--- src/rtl/cache_req_arb_pkg.sv ---
// Shared types and constants for the cache request arbiter family.
package cache_arb_pkg;

  localparam int DEF_NUM_REQ        = 2;
  localparam int DEF_MAX_LOCK_BEATS = 8;

  typedef enum logic {
    ARB    = 1'b0,
    LOCKED = 1'b1
  } arb_state_e;

  // Width of a requester index; a single requester still needs one bit.
  function automatic int src_idx_w(input int n);
    return (n > 1) ? $clog2(n) : 1;
  endfunction

endpackage

--- src/rtl/cache_req_arb_if.sv ---
// Request-side and downstream-side handshake bundle of cache_req_arb.
interface cache_req_arb_if
  import cache_arb_pkg::*;
#(
  parameter int NUM_REQ    = DEF_NUM_REQ,
  parameter int DATA_WIDTH = 5
);
  localparam int SRC_W = src_idx_w(NUM_REQ);

  logic [NUM_REQ-1:0]            i_valid;
  logic [NUM_REQ-1:0]            o_ready;
  logic [NUM_REQ*DATA_WIDTH-1:0] i_data;
  logic [NUM_REQ-1:0]            i_lock;
  logic                          o_valid;
  logic                          i_ready;
  logic [DATA_WIDTH-1:0]         o_data;
  logic [SRC_W-1:0]              o_src;
  logic                          o_lock_err;

  modport slave (
    input  i_valid, i_data, i_lock, i_ready,
    output o_ready, o_valid, o_data, o_src, o_lock_err
  );

  modport master (
    output i_valid, i_data, i_lock, i_ready,
    input  o_ready, o_valid, o_data, o_src, o_lock_err
  );

endinterface

--- src/rtl/cache_req_arb_rr_pick.sv ---
// Combinational round-robin select: first eligible index after ptr, wrapping.
module rr_pick #(
  parameter int N     = 2,
  parameter int IDX_W = 1
) (
  input  logic [N-1:0]     elig,
  input  logic [IDX_W-1:0] ptr,
  output logic [N-1:0]     grant,
  output logic [IDX_W-1:0] idx,
  output logic             found
);

  // Two ordered passes avoid a modulo on a non-power-of-2 N.
  always_comb begin
    grant = '0;
    idx   = '0;
    found = 1'b0;
    for (int j = 0; j < N; j++) begin
      if (!found && elig[j] && (j > int'(ptr))) begin
        found    = 1'b1;
        grant[j] = 1'b1;
        idx      = IDX_W'(j);
      end
    end
    for (int j = 0; j < N; j++) begin
      if (!found && elig[j] && (j <= int'(ptr))) begin
        found    = 1'b1;
        grant[j] = 1'b1;
        idx      = IDX_W'(j);
      end
    end
  end

endmodule

--- src/rtl/cache_req_arb.sv ---
// N-way round-robin request arbiter with 1-entry input buffers, a registered
// output stage and bounded multi-beat channel locking.
module cache_req_arb
  import cache_arb_pkg::*;
#(
  parameter int NUM_REQ        = DEF_NUM_REQ,
  parameter int DATA_WIDTH     = 5,
  parameter int MAX_LOCK_BEATS = DEF_MAX_LOCK_BEATS
) (
  input  logic           clk,
  input  logic           rst,
  cache_req_arb_if.slave bus
);
  localparam int SRC_W = src_idx_w(NUM_REQ);
  localparam int CNT_W = $clog2(MAX_LOCK_BEATS + 1);

  logic [NUM_REQ-1:0]    buf_v;
  logic [NUM_REQ-1:0]    buf_lock;
  logic [NUM_REQ-1:0]    elig;
  logic [NUM_REQ-1:0]    grant;
  logic [DATA_WIDTH-1:0] buf_data [NUM_REQ];

  logic [SRC_W-1:0]      pick_idx;
  logic                  pick_found;
  logic                  pick_lock;
  logic                  load;
  logic                  do_load;

  arb_state_e            state_reg, state_next;
  logic [SRC_W-1:0]      owner_reg, owner_next;
  logic [CNT_W-1:0]      cnt_reg, cnt_next;
  logic                  lock_err_reg, lock_err_next;
  logic [SRC_W-1:0]      ptr_reg;

  logic                  o_valid_reg;
  logic [DATA_WIDTH-1:0] o_data_reg;
  logic [SRC_W-1:0]      o_src_reg;

  generate
    for (genvar gi = 0; gi < NUM_REQ; gi++) begin : g_buf
      logic                  v_reg;
      logic                  l_reg;
      logic [DATA_WIDTH-1:0] d_reg;

      // Clearing on the grant edge wins, so a slot never refills while draining.
      always_ff @(posedge clk or posedge rst) begin
        if (rst) begin
          v_reg <= 1'b0;
          l_reg <= 1'b0;
          d_reg <= '0;
        end else if (do_load && grant[gi]) begin
          v_reg <= 1'b0;
        end else if (bus.i_valid[gi] && !v_reg) begin
          v_reg <= 1'b1;
          l_reg <= bus.i_lock[gi];
          d_reg <= bus.i_data[gi*DATA_WIDTH +: DATA_WIDTH];
        end
      end

      assign buf_v[gi]    = v_reg;
      assign buf_lock[gi] = l_reg;
      assign buf_data[gi] = d_reg;
      assign elig[gi]     = v_reg && ((state_reg == ARB) || (owner_reg == SRC_W'(gi)));
    end
  endgenerate

  rr_pick #(
    .N     (NUM_REQ),
    .IDX_W (SRC_W)
  ) u_pick (
    .elig  (elig),
    .ptr   (ptr_reg),
    .grant (grant),
    .idx   (pick_idx),
    .found (pick_found)
  );

  assign load      = !o_valid_reg || bus.i_ready;
  assign do_load   = load && pick_found;
  assign pick_lock = buf_lock[pick_idx];

  // A pending beat is replaced in place when it is accepted and a new one loads.
  always_ff @(posedge clk or posedge rst) begin
    if (rst) begin
      o_valid_reg <= 1'b0;
      o_data_reg  <= '0;
      o_src_reg   <= '0;
      ptr_reg     <= SRC_W'(NUM_REQ - 1);
    end else if (do_load) begin
      o_valid_reg <= 1'b1;
      o_data_reg  <= buf_data[pick_idx];
      o_src_reg   <= pick_idx;
      ptr_reg     <= pick_idx;
    end else if (bus.i_ready) begin
      o_valid_reg <= 1'b0;
    end
  end

  always_ff @(posedge clk or posedge rst) begin
    if (rst) begin
      state_reg    <= ARB;
      owner_reg    <= '0;
      cnt_reg      <= '0;
      lock_err_reg <= 1'b0;
    end else begin
      state_reg    <= state_next;
      owner_reg    <= owner_next;
      cnt_reg      <= cnt_next;
      lock_err_reg <= lock_err_next;
    end
  end

  // The beat that hits the limit is still delivered; only the lock is dropped.
  always_comb begin
    state_next    = state_reg;
    owner_next    = owner_reg;
    cnt_next      = cnt_reg;
    lock_err_next = 1'b0;
    if (do_load) begin
      unique case (state_reg)
        ARB: begin
          if (pick_lock) begin
            state_next = LOCKED;
            owner_next = pick_idx;
            cnt_next   = CNT_W'(1);
          end
        end
        LOCKED: begin
          if (!pick_lock) begin
            state_next = ARB;
            cnt_next   = '0;
          end else if (cnt_reg + CNT_W'(1) == CNT_W'(MAX_LOCK_BEATS)) begin
            state_next    = ARB;
            cnt_next      = '0;
            lock_err_next = 1'b1;
          end else begin
            cnt_next = cnt_reg + CNT_W'(1);
          end
        end
      endcase
    end
  end

  assign bus.o_ready    = ~buf_v;
  assign bus.o_valid    = o_valid_reg;
  assign bus.o_data     = o_data_reg;
  assign bus.o_src      = o_src_reg;
  assign bus.o_lock_err = lock_err_reg;

endmodule

--- src/flat_wrapper.sv ---
// flat-port wrapper written by rule: the top's interface ports become plain ports
module cache_req_arb_flat import cache_arb_pkg::*;
#(
  parameter int NUM_REQ        = DEF_NUM_REQ,
  parameter int DATA_WIDTH     = 5,
  parameter int MAX_LOCK_BEATS = DEF_MAX_LOCK_BEATS
)
  (clk, rst, bus_i_valid, bus_i_data, bus_i_lock, bus_i_ready, bus_o_ready, bus_o_valid, bus_o_data, bus_o_src, bus_o_lock_err);
  cache_req_arb_if #(.NUM_REQ(NUM_REQ), .DATA_WIDTH(DATA_WIDTH)) bus_i ();
  input  logic clk;
  input  logic rst;
  input wire logic [$bits(bus_i.i_valid)-1:0] bus_i_valid;
  input wire logic [$bits(bus_i.i_data)-1:0] bus_i_data;
  input wire logic [$bits(bus_i.i_lock)-1:0] bus_i_lock;
  input wire logic [$bits(bus_i.i_ready)-1:0] bus_i_ready;
  output wire logic [$bits(bus_i.o_ready)-1:0] bus_o_ready;
  output wire logic [$bits(bus_i.o_valid)-1:0] bus_o_valid;
  output wire logic [$bits(bus_i.o_data)-1:0] bus_o_data;
  output wire logic [$bits(bus_i.o_src)-1:0] bus_o_src;
  output wire logic [$bits(bus_i.o_lock_err)-1:0] bus_o_lock_err;
  assign bus_i.i_valid = bus_i_valid;
  assign bus_i.i_data = bus_i_data;
  assign bus_i.i_lock = bus_i_lock;
  assign bus_i.i_ready = bus_i_ready;
  assign bus_o_ready = bus_i.o_ready;
  assign bus_o_valid = bus_i.o_valid;
  assign bus_o_data = bus_i.o_data;
  assign bus_o_src = bus_i.o_src;
  assign bus_o_lock_err = bus_i.o_lock_err;
  cache_req_arb #(.NUM_REQ(NUM_REQ), .DATA_WIDTH(DATA_WIDTH), .MAX_LOCK_BEATS(MAX_LOCK_BEATS)) u_core (.clk(clk), .rst(rst), .bus(bus_i));
endmodule
--- config.mk ---
export PLATFORM = sky130hd
export DESIGN_NAME = cache_req_arb_flat
export DESIGN_NICKNAME = d
export VERILOG_FILES = /design/src/rtl/cache_req_arb_pkg.sv /design/src/rtl/cache_req_arb_if.sv /design/src/rtl/cache_req_arb_rr_pick.sv /design/src/rtl/cache_req_arb.sv /design/src/flat_wrapper.sv
export SDC_FILE = /design/constraint.sdc
export NUM_CORES = 1
export LEC_CHECK = 0
export ABC_AREA = 1
export CORE_ASPECT_RATIO = 0.7
export CORE_MARGIN = 1.5
export CORE_UTILIZATION = 54
export CTS_CLUSTER_SIZE = 40
export DETAILED_ROUTE_END_ITERATION = 8
export PLACE_DENSITY = 0.83
export SLEW_MARGIN = 20
export SYNTH_ARGS = -nofsm -noshare
export SYNTH_HDL_FRONTEND = slang
export SYNTH_SLANG_ARGS = --single-unit
export TNS_END_PERCENT = 50
--- constraint.sdc ---
create_clock -name clk -period 3.3 [get_ports clk]
set_input_delay 0.66 -clock clk [delete_from_list [all_inputs] [get_ports clk]]
set_output_delay 0.66 -clock clk [all_outputs]
set_load 0.02 [all_outputs]
**Run 1: cell sizes after repair**

Scale: 6 px per um.
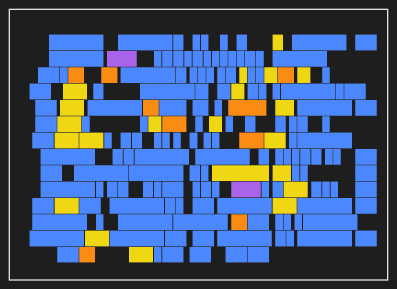
legend:
  x2:
    colour: yellow
    cells: 21
    share: 12%
    most_used: mux2_2
  x6 and larger:
    colour: purple
    cells: 2
    share: 1.1%
    most_used: clkbuf_8
  x1 and smaller:
    colour: blue
    cells: 146
    share: 82%
    most_used: nand2_1
  x3 and x4:
    colour: orange
    cells: 9
    share: 5.1%
    most_used: clkbuf_4

**Run 1: M1 wires**

Scale: 8 px per um.
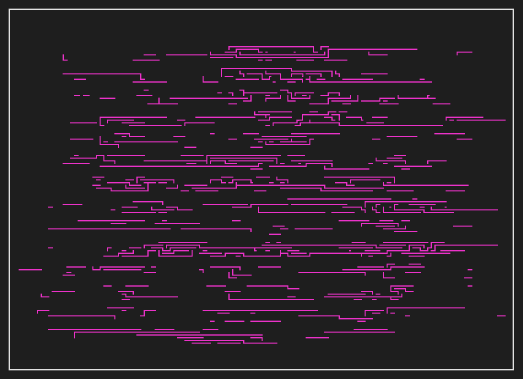
longest straight run: 19.8 um
wire length on this layer: 1,250 um
main direction: horizontal
nets with wire on the layer: 172
share of all routed wire: 46%
final WL: 2730 um
met1 Use GR: 29.1%
vias: 1,077

**Run 1: close-up of the layout**

Window x 3 to 28, y 20 to 45 um. Cells in grey, sequential cells in the stronger grey; small squares are vias.
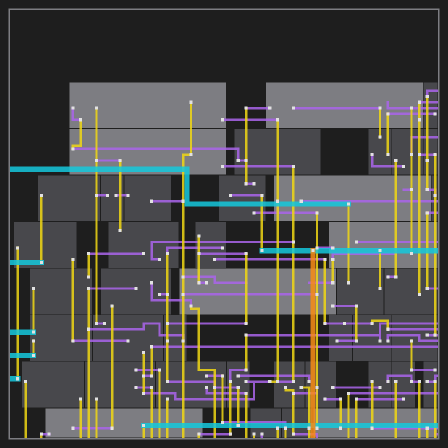
legend:
  M3:
    colour: cyan
  M4:
    colour: orange
  M2:
    colour: yellow
  M1:
    colour: purple
netlist names of flops here include: `u_core.cnt_reg` (3), `u_core.g_buf.d_reg` (3)
cells with their middle in the window: 39
most frequent: dfrtp_1 (8), mux2_2 (5), clkdlybuf4s50_1 (5)
sequential cells in the window: 8

**Run 1: cells coloured by class**

Scale: 6 px per um.
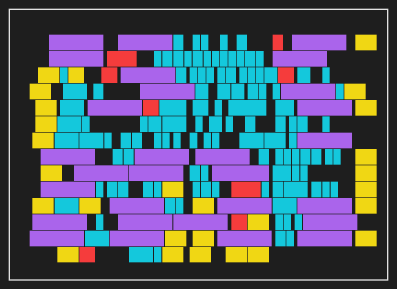
legend:
  sequential cells:
    colour: purple
    cells: 29
  remaining logic cells:
    colour: cyan
    cells: 114
  clock drivers and dummy loads:
    colour: red
    cells: 8
  remaining buffers and delay cells:
    colour: yellow
    cells: 27
core area: 2260 um2
Seq area share: 42.3%
utilization after layout: 76.1%

-- run 1: report_power, final --
| part | internal, mW | switching (mW) | total (mW) |
|---|---|---|---|
| clock | 0.123 | 0.118 | 0.241 |
| combinational | 0.333 | 0.495 | 0.828 |
| sequential | 0.522 | 0.106 | 0.628 |
-- run 1: kinds of logic after synthesis --
kind of cell,Yosys count,synth area share [%]
adders and majority gates,1,0.925
muxes,10,8.33
DFF,29,53.7
AOI/OAI and AO/OA,21,8.60
and+or+nand+nor,66,23.1
buffers and inverters,17,5.27
-- run 1: worst max-delay path, delay by kind of cell, from the launching register on --
family | cells | cell delay [ns]
flip-flops | 1 | 0.42
buffers and inverters | 2 | 0.73
-- run 1: through the flow --
stage               util (%)  power, mW
floorplan                  -       1.21
global placement        73.0       1.43
detailed placement      73.0       1.46
CTS                     76.1       1.71
global route            76.1       1.84
finish                  76.1       1.70
-- run 1: placed cells by master, fill, tap and decap left out, types with 2 or more instances in the layout --
cell type / count
nand2_4: 2
mux2_2: 10
clkbuf_8: 2
dfrtp_1: 28
nor2_1: 15
clkbuf_4: 5
clkdlybuf4s50_1: 26
nand2_2: 4
nand2_1: 29
inv_1: 15
nand3_1: 12
a21oi_1: 4
o21ai_0: 13
-- run 1: final cells by class --
class                      instances  area (um2)  area share (%)
inverter                          16        60.1            3.49
clock inverter                     1        5.00           0.291
sequential                        29         727            42.3
tap                               32        40.0            2.33
timing repair buffer              27         268            15.6
multi-input combinational         98         554            32.2
clock buffer                       7        65.1            3.78
-- run 1: how the worst max path moves through the flow --
stage / end
global placement: u_core.owner_reg
floorplan: u_core.cnt_reg[2]
finish: bus_o_ready[1]
global route: bus_o_ready[1]
detailed placement: u_core.owner_reg
CTS: bus_o_ready[1]
==> flow_metrics.tcl, run 1 <==
# metrics dict for downstream scripts
set metrics [dict create \
    status "finished clean" \
    cts.repair.resized 0 \
    synthTopCellsByArea "dfrtp_1 (52%), mux2_2 (8.3%), nand2_1 (8.0%)" \
    stdcell_area_um2 1720 \
    syn_nets 162 \
    finalSetupViolations 0 \
    openroad.warnings 26 \
    r2r-start "u_core.state_reg" \
    antenna_left 0 \
    worst_ep_required_time_ns 2.64 \
    dieArea_um2 2820 \
    path_class "register to primary output" \
    ir_drop_mv 0.522 \
    synth_seq_share_pct 53.7 \
    fill_cells 154 \
    r2r-end "u_core.owner_reg" \
    track_usage_pct 22.7 \
    power_density_nw_per_um2 987 \
    cts_made_buffers 5 \
    hold_viol 0 \
    startpoint "u_core.g_buf[1].v_reg" \
    cp_max_fo 4 \
    wl_met3_um 171 \
    dpl_cell_area_um2 1650 \
    h-tree-depth 2 \
    relSlewSlack_pct 65.7 \
    ys_types 22 \
    numSynthFlops 29 \
    antenna_cells 0 \
    synth_area_per_cell_um2 9.39 \
    holdPathStages 2 \
    worst_pin_slew_ns 0.514 \
    tns_ns 0 \
    synthTopCellsByCount "nand2_1 (29), dfrtp_1 (28), inv_1 (15), nor2_1 (15), o21ai_0 (13)" \
    dpl.cell_count 202 \
    final_cell_count_no_fill 210 \
    nets 195 \
    chipWidth_um 62.8 \
    drive_above_1_share_pct 18.0 \
    fin_skew_ns 0.00394 \
    edf_count 0 \
    largest_reg_flops 10 \
    worst_setup_path_start_kind "register" \
    min_to "u_core.bus.o_data[3]" \
    dp_hpwl_um 2070 \
    dp_slack_ns 0.945 \
    wl_met2_um 1290 \
    power.leakage_nw 0.823 \
    initCoreUtil_pct 59.9 \
    ys_cells 144 \
    die_h_um 44.9 \
    top_cell_area_share_pct 51.8 \
    min_from "u_core.bus.o_data[3]" \
    grtUsageMet2_pct 36.6 \
    fin_crit_ns 2.14 \
    top_cell "nand2_1" \
    routedWlPerCell_um 13.0 \
    slowest_stage "clkdlybuf4s50_1" \
    grt_use_met3_pct 8.23 \
    grt_max_degree 30 \
    drc 0 \
    syn_area_um2 1350 \
    highest_layer "met4" \
    antenna_found_initial 0 \
    path_clk_slew_ns 0.09 \
]
==> run 2, diff against run 1 <==
- CORE_UTILIZATION: 54 -> 50
- PLACE_DENSITY: 0.83 -> 0.78
- clock period: 3.3 -> 2.04 ns (I/O delays scaled with it)
**Run 2: close-up of the layout**

Window x 4 to 29, y 22 to 47 um. Cells in grey, sequential cells in the stronger grey; small squares are vias.
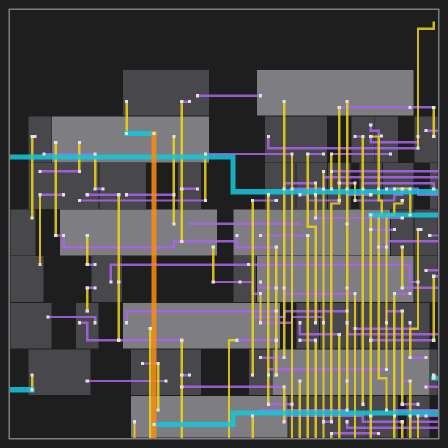
legend:
  M4:
    colour: orange
  M2:
    colour: yellow
  M1:
    colour: purple
  M3:
    colour: cyan
netlist names of flops here include: `u_core.g_buf.d_reg` (3), `u_core.cnt_reg` (2), `u_core.g_buf.l_reg` (2)
sequential cells in the window: 8
most frequent: dfrtp_1 (8)
cells with their middle in the window: 39

==> run 2 against run 1 <==
  * Worst hold slack got worse by 0.026 ns
  * Global-route usage rose by 0.69 points
  * Clock-buffer cell count up 1
  * Sequential cell count stayed put
  * Wire length increased by 7.9%
  * Critical path type unchanged
  * Total power up 70%
  * Largest power group unchanged
  * Setup slack got worse by 0.97 ns
==> flow_metrics.tcl, run 2 <==
# metrics dict for downstream scripts
set metrics [dict create \
    fmax_mhz 542 \
    edf_count 0 \
    r2r-end "u_core.bus.o_data[0]" \
    cp_max_fo 4 \
    tns_ns 0 \
    synth_area_per_cell_um2 9.39 \
    worst_pin_slew_ns 0.359 \
    path_clk_slew_ns 0.06 \
    status "finished clean" \
    antenna_found_initial 0 \
    lay_top_count "nand2_1" \
    min_from "u_core.bus.o_src" \
    numSynthFlops 29 \
    drv_cap 0 \
    track_usage_pct 23.4 \
    reg2reg_depth 7 \
    synthCells 144 \
    initCoreUtil_pct 53.8 \
    antenna_left 0 \
    cts_made_buffers 5 \
    cts_buffer_depth 2 \
    largest_reg_flops 10 \
    mux_share_pct 8.33 \
    ioPinCount 27 \
    combinationalPowerShare_pct 48.5 \
    drc 0 \
    power.leakage_nw 0.831 \
    cts_tree "yes" \
    openroad.warnings 26 \
    routedWlPerCell_um 13.8 \
    synthTopCellsByArea "dfrtp_1 (52%), mux2_2 (8.3%), nand2_1 (8.0%)" \
    grt_pass1_wl_um 4880 \
    compound_area_share_pct 8.60 \
    finalCritPeriodShare_pct 90.4 \
    intPower_mw 1.66 \
    p_sw_share_pct 42.3 \
    power_density_nw_per_um2 1650 \
    hold_class "register to register" \
    core-area_um2 2510 \
    ir_drop_mv 0.763 \
    hold_viol 0 \
    chipWidth_um 65.2 \
    r2r-start "u_core.state_reg" \
    grt_pass1_vias 1073 \
    relSlewSlack_pct 76.1 \
    fin_crit_ns 1.84 \
    nets 197 \
    final_cell_mix "nand2_1 (29), dfrtp_1 (28), clkdlybuf4s50_1 (26)" \
    viasPerCell 5.26 \
    crit_path_end_kind "primary output" \
    finalSetupViolations 0 \
    synth_seq_share_pct 53.7 \
    hold_ws_ns 0.476 \
    startpoint "u_core.g_buf[1].v_reg" \
    fin_skew_ns 0.00491 \
    r2r_setup_slack_ns 0.42 \
    drtPass1Iterations 4 \
    drt_iter0_markers 62 \
    path_class "register to primary output" \
    syn_area_um2 1350 \
    clock_sinks 29 \
    drive_above_1_share_pct 17.2 \
    antenna_cells 0 \
    cts.repair.resized 0 \
    slew_viol_final 0 \
    dp_hpwl_um 2210 \
    synthTopCellsByCount "nand2_1 (29), dfrtp_1 (28), inv_1 (15), nor2_1 (15), o21ai_0 (13)" \
    worst_setup_path_start_kind "register" \
    top_cell_area_share_pct 51.8 \
    vias 1125 \
    stdcell_area_um2 1750 \
    die_h_um 46.5 \
    holdPathStages 2 \
    min_to "u_core.bus.o_src" \
    worst_ep_required_time_ns 1.63 \
    grt_max_degree 30 \
    dpl_cell_area_um2 1670 \
    final_cell_count_no_fill 214 \
    h-tree-depth 2 \
    ys_cells 144 \
    p_seq_share_pct 35.8 \
    synth-adder-area-share_pct 0.925 \
    dieArea_um2 3030 \
    crit_end "bus_o_ready[1]" \
    logic_family "simple AND/OR/NAND/NOR gates" \
    p_sw_mw 1.22 \
    root_buffer "clkbuf_8" \
    routed_wirelength_um 2950 \
    p_clk_share_pct 15.8 \
    simple_gate_share_pct 23.1 \
    ys_types 22 \
    dpl.cell_count 206 \
    syn_nets 162 \
    top_cell "nand2_1" \
    xor_share_pct 0 \
]
**Run 2: cell sizes after repair**

Scale: 6 px per um.
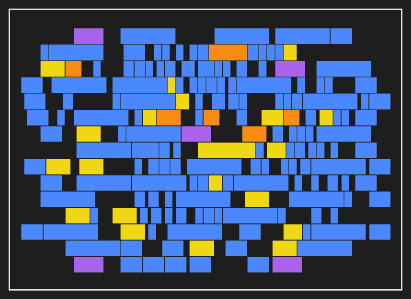
legend:
  x6 and larger:
    colour: purple
    cells: 5
    share: 2.8%
    most_used: clkbuf_8
  x1 and smaller:
    colour: blue
    cells: 149
    share: 83%
    most_used: nand2_1
  x2:
    colour: yellow
    cells: 20
    share: 11%
    most_used: mux2_2
  x3 and x4:
    colour: orange
    cells: 6
    share: 3.3%
    most_used: buf_4

==> run 2: netlist changes by cell type in the layout (fill, tap and decap cells not counted), sizes merged <==
cell / previous run / this run
buf: 1 / 3
clkinv: 1 / 0
clkbuf: 7 / 8
==> run 2: routing by layer <==
layer	up-vias	share of wire, %	GRT usage, %
li1	545	-	-
met4	0	2.6	17.9
met5	-	0	0
met1	532	45	28.5
met2	38	47	35.3
met3	10	6.0	7.58
==> run 2: layout make-up <==
| type | instances | area (um2) |
|---|---|---|
| Multi-Input combinational cell | 98 | 554 |
| Timing Repair Buffer | 29 | 283 |
| Tap cell | 34 | 42.5 |
| Fill cell | 219 | 768 |
| Clock buffer | 8 | 80.1 |
| Inverter | 16 | 60.1 |
| Sequential cell | 29 | 727 |
==> run 2: cell families (layout without fill, tap and decap cells) <==
group | Yosys count | in the layout
buffers and inverters | 17 | 53
adder cells (fa/ha/maj) | 1 | 1
flip-flops | 29 | 29
AND/OR/NAND/NOR | 66 | 66
AND-OR/OR-AND | 21 | 21
multiplexers | 10 | 10
==> run 2: per-stage QoR <==
stage               util (%)  worst slack (ns)  total power [mW]
finish                  69.5             0.196              2.88
CTS                     69.5             0.192              2.88
floorplan                  -             0.756              1.95
global placement        66.3             0.279              2.35
detailed placement      66.3             0.181              2.42
global route            69.5             0.131              3.09
==> run 2: power by group through the flow <==
stage	Clock, mW	Combinational, mW	Sequential (mW)
after floorplan	0	0.886	1.07
after global placement	0	1.34	1.02
after detailed placement	0	1.39	1.03
after CTS	0.465	1.39	1.03
after global routing	0.496	1.54	1.06
final	0.454	1.40	1.03
==> run 2: critical path: stages, from the launching register on <==
cell	delay (ns)
dfrtp_1	0.42
inv_1	0.12
clkdlybuf4s50_1	0.61
Power and IR drop assume default switching activity.
